`src/rtl/ex_muldiv.sv`:
```
//------------------------------------------------------------------------------
// Module      : ex_muldiv
// Description : Iterative RV32M multiply/divide unit for the EX stage.
//               Shift-add multiply and restoring divide on operand
//               magnitudes, one bit per cycle, with a stall request that
//               freezes ID/EX until the registered result is presented.
//               Optional macro MULDIV_FAST_MUL_EN: single-cycle multiply
//               for all MUL* ops (divide stays iterative).
// Revision    : 1.0 - initial release
//------------------------------------------------------------------------------
`default_nettype none

module ex_muldiv #(
  parameter int XLEN = 32
) (
  input  logic            clk,
  input  logic            rst,
  input  logic            ex_md_start_i,
  input  logic [2:0]      ex_md_op_i,
  input  logic [XLEN-1:0] ex_op_a_i,
  input  logic [XLEN-1:0] ex_op_b_i,
  input  logic            fc_flush_md_i,
  output logic            ex_md_stall_o,
  output logic            ex_md_done_o,
  output logic [XLEN-1:0] ex_md_result_o
);

  localparam int CNT_W = $clog2(XLEN) + 1;

  localparam logic [CNT_W-1:0] c_cnt_last = CNT_W'(XLEN - 1);
  localparam logic [CNT_W-1:0] c_cnt_one  = CNT_W'(1);

  localparam logic [2:0] c_op_mul    = 3'd0;
  localparam logic [2:0] c_op_mulh   = 3'd1;
  localparam logic [2:0] c_op_mulhsu = 3'd2;
  localparam logic [2:0] c_op_mulhu  = 3'd3;
  localparam logic [2:0] c_op_div    = 3'd4;
  localparam logic [2:0] c_op_divu   = 3'd5;
  localparam logic [2:0] c_op_rem    = 3'd6;
  localparam logic [2:0] c_op_remu   = 3'd7;

  localparam logic [XLEN-1:0] c_all_ones = {XLEN{1'b1}};
  localparam logic [XLEN-1:0] c_int_min  = {1'b1, {(XLEN-1){1'b0}}};

  typedef enum logic [1:0] {
    S_IDLE = 2'd0,
    S_CALC = 2'd1,
    S_DONE = 2'd2
  } state_t;

  state_t              r_state;
  state_t              w_state_nxt;
  logic [CNT_W-1:0]    r_cnt;
  logic [2*XLEN-1:0]   r_acc;   // mul: {partial hi, multiplier}; div: {remainder, dividend/quotient}
  logic [XLEN-1:0]     r_opnd;  // mul: |multiplicand|; div: |divisor|
  logic [2:0]          r_op;
  logic                r_neg;
  logic                r_done;
  logic [XLEN-1:0]     r_result;

  logic                w_load;
  logic                w_imm;
  logic                w_finish;
  logic                w_stall;

  // Final result selection; shared by the iterative and single-cycle paths
  function automatic logic [XLEN-1:0] f_result(input logic [2:0]        op,
                                               input logic              neg,
                                               input logic [2*XLEN-1:0] acc);
    logic [2*XLEN-1:0] prod;
    logic [XLEN-1:0]   quo;
    logic [XLEN-1:0]   rem;
    prod = neg ? -acc : acc;
    quo  = neg ? -acc[XLEN-1:0] : acc[XLEN-1:0];
    rem  = neg ? -acc[2*XLEN-1:XLEN] : acc[2*XLEN-1:XLEN];
    case (op)
      c_op_mul:                          f_result = prod[XLEN-1:0];
      c_op_mulh, c_op_mulhsu, c_op_mulhu: f_result = prod[2*XLEN-1:XLEN];
      c_op_div, c_op_divu:               f_result = quo;
      default:                           f_result = rem;
    endcase
  endfunction

  // Operand signedness and magnitudes, decoded straight from ID/EX
  logic            w_sign_a;
  logic            w_sign_b;
  logic            w_neg;
  logic [XLEN-1:0] w_abs_a;
  logic [XLEN-1:0] w_abs_b;

  assign w_sign_a = ((ex_md_op_i == c_op_mulh) || (ex_md_op_i == c_op_mulhsu) ||
                     (ex_md_op_i == c_op_div)  || (ex_md_op_i == c_op_rem)) &&
                    ex_op_a_i[XLEN-1];
  assign w_sign_b = ((ex_md_op_i == c_op_mulh) || (ex_md_op_i == c_op_div) ||
                     (ex_md_op_i == c_op_rem)) && ex_op_b_i[XLEN-1];
  // Remainder follows the dividend; product and quotient follow sign_a ^ sign_b
  assign w_neg    = (ex_md_op_i == c_op_rem) ? w_sign_a : (w_sign_a ^ w_sign_b);
  assign w_abs_a  = w_sign_a ? -ex_op_a_i : ex_op_a_i;
  assign w_abs_b  = w_sign_b ? -ex_op_b_i : ex_op_b_i;

  // Divide corner cases that bypass the iteration entirely
  logic            w_special;
  logic [XLEN-1:0] w_special_res;

  always_comb begin
    w_special     = 1'b0;
    w_special_res = '0;
    if (ex_md_op_i[2]) begin
      if (ex_op_b_i == '0) begin
        w_special     = 1'b1;
        w_special_res = ex_md_op_i[1] ? ex_op_a_i : c_all_ones;
      end else if ((ex_md_op_i == c_op_div) && (ex_op_a_i == c_int_min) &&
                   (ex_op_b_i == c_all_ones)) begin
        w_special     = 1'b1;
        w_special_res = ex_op_a_i;
      end else if ((ex_md_op_i == c_op_rem) && (ex_op_a_i == c_int_min) &&
                   (ex_op_b_i == c_all_ones)) begin
        w_special     = 1'b1;
        w_special_res = '0;
      end
    end
  end

  // Single-cycle completion: divide corner cases, plus multiplies when fast mul is built in
  logic            w_imm_case;
  logic [XLEN-1:0] w_imm_res;

`ifdef MULDIV_FAST_MUL_EN
  logic [2*XLEN-1:0] w_fast_prod;
  assign w_fast_prod = w_abs_a * w_abs_b;
  assign w_imm_case  = w_special || !ex_md_op_i[2];
  assign w_imm_res   = w_special ? w_special_res : f_result(ex_md_op_i, w_neg, w_fast_prod);
`else
  assign w_imm_case  = w_special;
  assign w_imm_res   = w_special_res;
`endif

  // One iteration step of the shift-add multiplier and restoring divider
  logic [XLEN:0]     w_mul_sum;
  logic [XLEN:0]     w_rem_sh;
  logic [XLEN:0]     w_diff;
  logic              w_qbit;
  logic [2*XLEN-1:0] w_acc_step;

  assign w_mul_sum  = {1'b0, r_acc[2*XLEN-1:XLEN]} + (r_acc[0] ? {1'b0, r_opnd} : '0);
  assign w_rem_sh   = {r_acc[2*XLEN-1:XLEN], r_acc[XLEN-1]};
  assign w_diff     = w_rem_sh - {1'b0, r_opnd};
  assign w_qbit     = !w_diff[XLEN];
  assign w_acc_step = r_op[2] ?
                      {(w_qbit ? w_diff[XLEN-1:0] : w_rem_sh[XLEN-1:0]), r_acc[XLEN-2:0], w_qbit} :
                      {w_mul_sum, r_acc[XLEN-1:1]};

  // State register
  always_ff @(posedge clk or posedge rst) begin
    if (rst) r_state <= S_IDLE;
    else     r_state <= w_state_nxt;
  end

  // Next-state decode and stall request
  always_comb begin
    w_state_nxt = r_state;
    w_load      = 1'b0;
    w_imm       = 1'b0;
    w_finish    = 1'b0;
    w_stall     = 1'b0;
    case (r_state)
      S_IDLE: begin
        if (ex_md_start_i && !fc_flush_md_i) begin
          w_stall = 1'b1;
          if (w_imm_case) begin
            w_imm       = 1'b1;
            w_state_nxt = S_DONE;
          end else begin
            w_load      = 1'b1;
            w_state_nxt = S_CALC;
          end
        end
      end
      S_CALC: begin
        w_stall = 1'b1;
        if (fc_flush_md_i) begin
          w_state_nxt = S_IDLE;
        end else if (r_cnt == c_cnt_last) begin
          w_finish    = 1'b1;
          w_state_nxt = S_DONE;
        end
      end
      S_DONE:  w_state_nxt = S_IDLE;
      default: w_state_nxt = S_IDLE;
    endcase
    if (rst) w_stall = 1'b0;
  end

  // Datapath: operand latch, iteration, and registered done/result
  always_ff @(posedge clk or posedge rst) begin
    if (rst) begin
      r_cnt    <= '0;
      r_acc    <= '0;
      r_opnd   <= '0;
      r_op     <= '0;
      r_neg    <= 1'b0;
      r_done   <= 1'b0;
      r_result <= '0;
    end else begin
      r_done <= 1'b0;
      if (fc_flush_md_i) begin
        r_cnt <= '0;
      end else if (w_imm) begin
        r_done   <= 1'b1;
        r_result <= w_imm_res;
      end else if (w_load) begin
        r_cnt  <= '0;
        r_op   <= ex_md_op_i;
        r_neg  <= w_neg;
        r_acc  <= ex_md_op_i[2] ? {{XLEN{1'b0}}, w_abs_a} : {{XLEN{1'b0}}, w_abs_b};
        r_opnd <= ex_md_op_i[2] ? w_abs_b : w_abs_a;
      end else if (r_state == S_CALC) begin
        r_acc <= w_acc_step;
        if (w_finish) begin
          r_cnt    <= '0;
          r_done   <= 1'b1;
          r_result <= f_result(r_op, r_neg, w_acc_step);
        end else begin
          r_cnt <= r_cnt + c_cnt_one;
        end
      end
    end
  end

  assign ex_md_stall_o  = w_stall;
  assign ex_md_done_o   = r_done;
  assign ex_md_result_o = r_result;

endmodule

`default_nettype wire
```
`config.mk`:
```
export PLATFORM = sky130hd
export DESIGN_NAME = ex_muldiv
export DESIGN_NICKNAME = d
export VERILOG_FILES = /design/src/rtl/ex_muldiv.sv
export SDC_FILE = /design/constraint.sdc
export NUM_CORES = 1
export LEC_CHECK = 0
export CAP_MARGIN = 20
export CORE_ASPECT_RATIO = 1.2
export CORE_MARGIN = 4
export CORE_UTILIZATION = 40
export DETAILED_ROUTE_END_ITERATION = 10
export DONT_BUFFER_PORTS = 1
export HOLD_SLACK_MARGIN = 0.15
export PLACE_DENSITY = 0.65
export SLEW_MARGIN = 30
export SYNTH_ARGS = -nofsm -noshare
export SYNTH_HDL_FRONTEND = slang
export SYNTH_SLANG_ARGS = --single-unit
```
`constraint.sdc`:
```
create_clock -name clk -period 6.5 [get_ports clk]
set_input_delay 0.65 -clock clk [delete_from_list [all_inputs] [get_ports clk]]
set_output_delay 0.65 -clock clk [all_outputs]
set_load 0.03 [all_outputs]
```
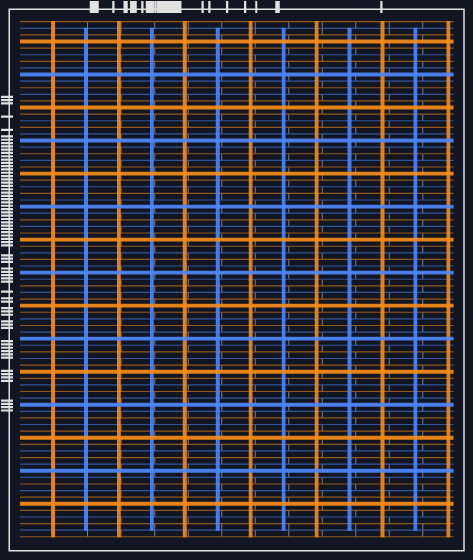
**Above:** floorplan with the power grid.
Pins as bars on the die edge. Tap cells in grey.
Key: VDD = blue; VSS = orange
480 tap cells. The core has 78 rows. 13 straps on met4. 79 met1 rails follow the rows.

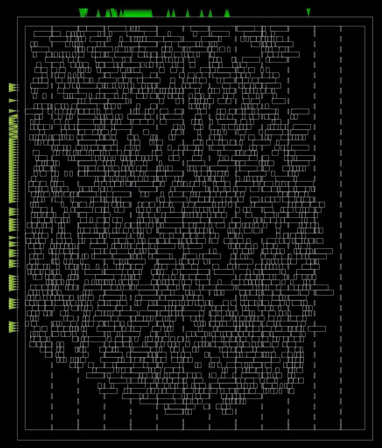
**Above:** placement view.
Core Area: 0.0379 mm2
fin cells: 2506
Tap Cells: 480
Core Util, Final: 0.430

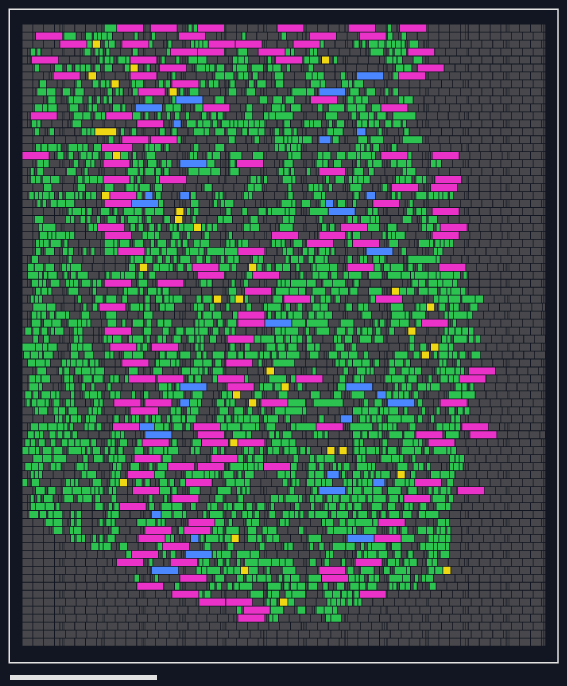
**Above:** cells coloured by class.
Scale bar: 50 um. Fill, decap, tap and diode cells in grey.
Key: all other logic = green [cells 1819, share of their area 72%]; clock drivers and dummy loads = blue [cells 32, share of their area 3.6%]; other buffers and delay cells = yellow [cells 34, share of their area 1.7%]; flops = magenta [cells 141, share of their area 23%]
Seq/total area: 0.217
fin area: 0.0163 mm2
Row Count: 78

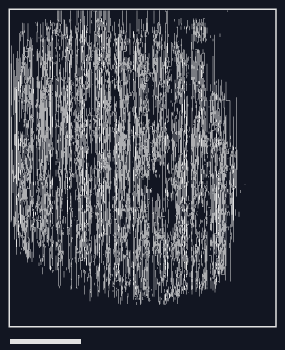
**Above:** met2 routing.
Scale bar: 50 um.
The longest straight run is 112 um. The wires run mostly vertical. 1791 nets have wire on it. The layer carries 28.6 mm of wire.

==> results.txt <==
Gpl congestion: 1.03
Number of global-route vias before repair: 15200
Async set-reset flop share out of synthesis: 1.00
Fillers: 3896
Startpoint class of the critical path: flip-flop
Slowest CP cell: or3_1
Status: finished clean
Dominant logic cell types in the final layout: nand2_1 (252), o21ai_0 (214), nor2_1 (187), a21oi_1 (180), dfrtp_1 (139)
Syn Area/Cell: 7.37 um2
Cell Chain, Critical Path: ha_1 -> nand4_1 -> nor4_1 -> a21bo_4 -> a21oi_4 -> nor2_2 -> a21oi_1 -> ha_1 -> o211ai_1 -> or3_1 -> nand3b_1 -> or3_1 -> nand2_1 -> nor2_1 -> o2111a_1 -> a2111oi_1 -> nor3_1
Placed Cells: 2474
Insertion Delay late pin: 0.47 ns
Die area: 0.0415 mm2
Area grow syn2layout: 6.34%
Distinct lib cells used: 103
Io pins: 105
DRC Markers: 0
Worst vdd ir: 0.253 mV
CTS Buffer Depth: 2
Largest net degree at the start of global routing: 108
1st-iter DRT viols: 2053
Post-synth top cells: nand2_1 (254), o21ai_0 (214), nor2_1 (188)
Top cell area share: 0.230
Vias/cell: 6.47
Drt total wl: 63200 um
GRT Residual Overflow: 0
Most numerous cell in the Yosys netlist: nand2_1
Clk pin slew, worst setup/hold paths: 0.08 ns
FP Util: 0.405
Relative slew slack: 0.309
F_max: 172 MHz
Cells after synthesis: 2079
Synthesis warning total: 0
Synth Register Bits: 141
Synth area leader: dfrtp_1
Initial antenna violation count: 3
Final Total Pwr: 8.85 mW
Setup TNS: 0 ns
Worst setup EP type: flip-flop
Setup Buffers After CTS: 0
Synthesis area per yosys: 0.0153 mm2
First-pass GRT wire length: 94300 um
Tool Warnings: 29
H-Tree Depth: 4
Critical path's largest stage delay: 0.59 ns
Pwr/cell area: 543 mW/mm2
Die width: 187 um
Biggest area cells: dfrtp_1 (23%), o21ai_0 (7.0%), nand2_1 (6.2%), a21oi_1 (5.9%), ha_1 (5.7%)
Crit path DAT: 6.14 ns
Clock root buffer: clkbuf_16
Register area: 0.00353 mm2
Final WS setup: 0.682 ns
Number of enable flip-flop cells: 0
Post-CTS Resized: 0
Critical Setup Path Class: flip-flop to flip-flop
All-Layer GR Usage: 0.294
Slew Viols, Final: 0
Post-route antenna net violation count: 0
Worst-margin pin slew: 1.04 ns
RSZ-0062 raised after global routing: false
Crit path max fanout: 14
Yosys stat cell total: 2079
Layout Skew: 0.0154 ns
Worst hold slack: 0.135 ns
Die Ht: 222 um
Via count: 16200
Setup-failing EPs final: 0
Crit path time final: 5.82 ns
Antenna fix cells: 0
==> critical path: cells and delay by family, from the launching register on <==
family / cells / cell delay, ns
compound gates: 6 / 1.91
fa+ha+maj: 2 / 0.70
flops: 1 / 0.45
simple gates: 9 / 2.59
==> layout make-up <==
class                   instances  area share
clock buffers                  18      0.0270
clock inverters                14     0.00783
multi-input cells            1754       0.680
flip-flops and latches        141       0.217
repair buffers                 34      0.0164
well taps                     480      0.0369
inverters                      65      0.0154
==> power by group <==
group          switching (mW)  internal, mW  total, mW
Clock                   0.472         0.513      0.984
Combinational            4.02          2.08       6.10
Sequential              0.587          1.18       1.77
Total                    5.08          3.78       8.85
==> path summary, 6_finish.rpt <==
kind,endpoint,slack [ns],depth (start not counted),from
setup / recovery,ex_md_result_o[16],0.68,17,r_acc[55]
hold / removal,r_state[0],0.14,1,rst
setup reg to reg,ex_md_result_o[16],0.68,17,r_acc[55]
hold reg to reg,r_cnt[5],0.48,1,r_cnt[5]
max in group asynchronous,r_neg,5.21,2,rst
min in group clk,ex_md_result_o[9],0.38,2,ex_op_a_i[9]
==> flip-flops by register name (all words and copies together) (netlist names) <==
register,flops
r_cnt,6
r_state,2
r_acc,64
r_opnd,32
r_op,3
r_neg,1
ex_md_result_o,32
ex_md_done_o,1
==> cell families after synthesis <==
family	synth area share
adders and majority gates	0.0598
DFF	0.230
xor gates and xnor gates	0.0943
muxes	0.0349
AOI/OAI and AO/OA	0.297
buffers and inverters	0.0483
and+or+nand+nor	0.236
==> per-layer routing <==
metal  wire length (um)  part of all wire  global-route usage  up-vias
li1                   -                 -                   -     7457
met1              24800              0.39               0.360     7775
met2              28600              0.45               0.475      805
met3               5150             0.081              0.0566      162
met4               4650             0.074               0.185        4
met5                 27           0.00043                   0        -
No activity file was given, so power comes from the tool's default toggle rates.
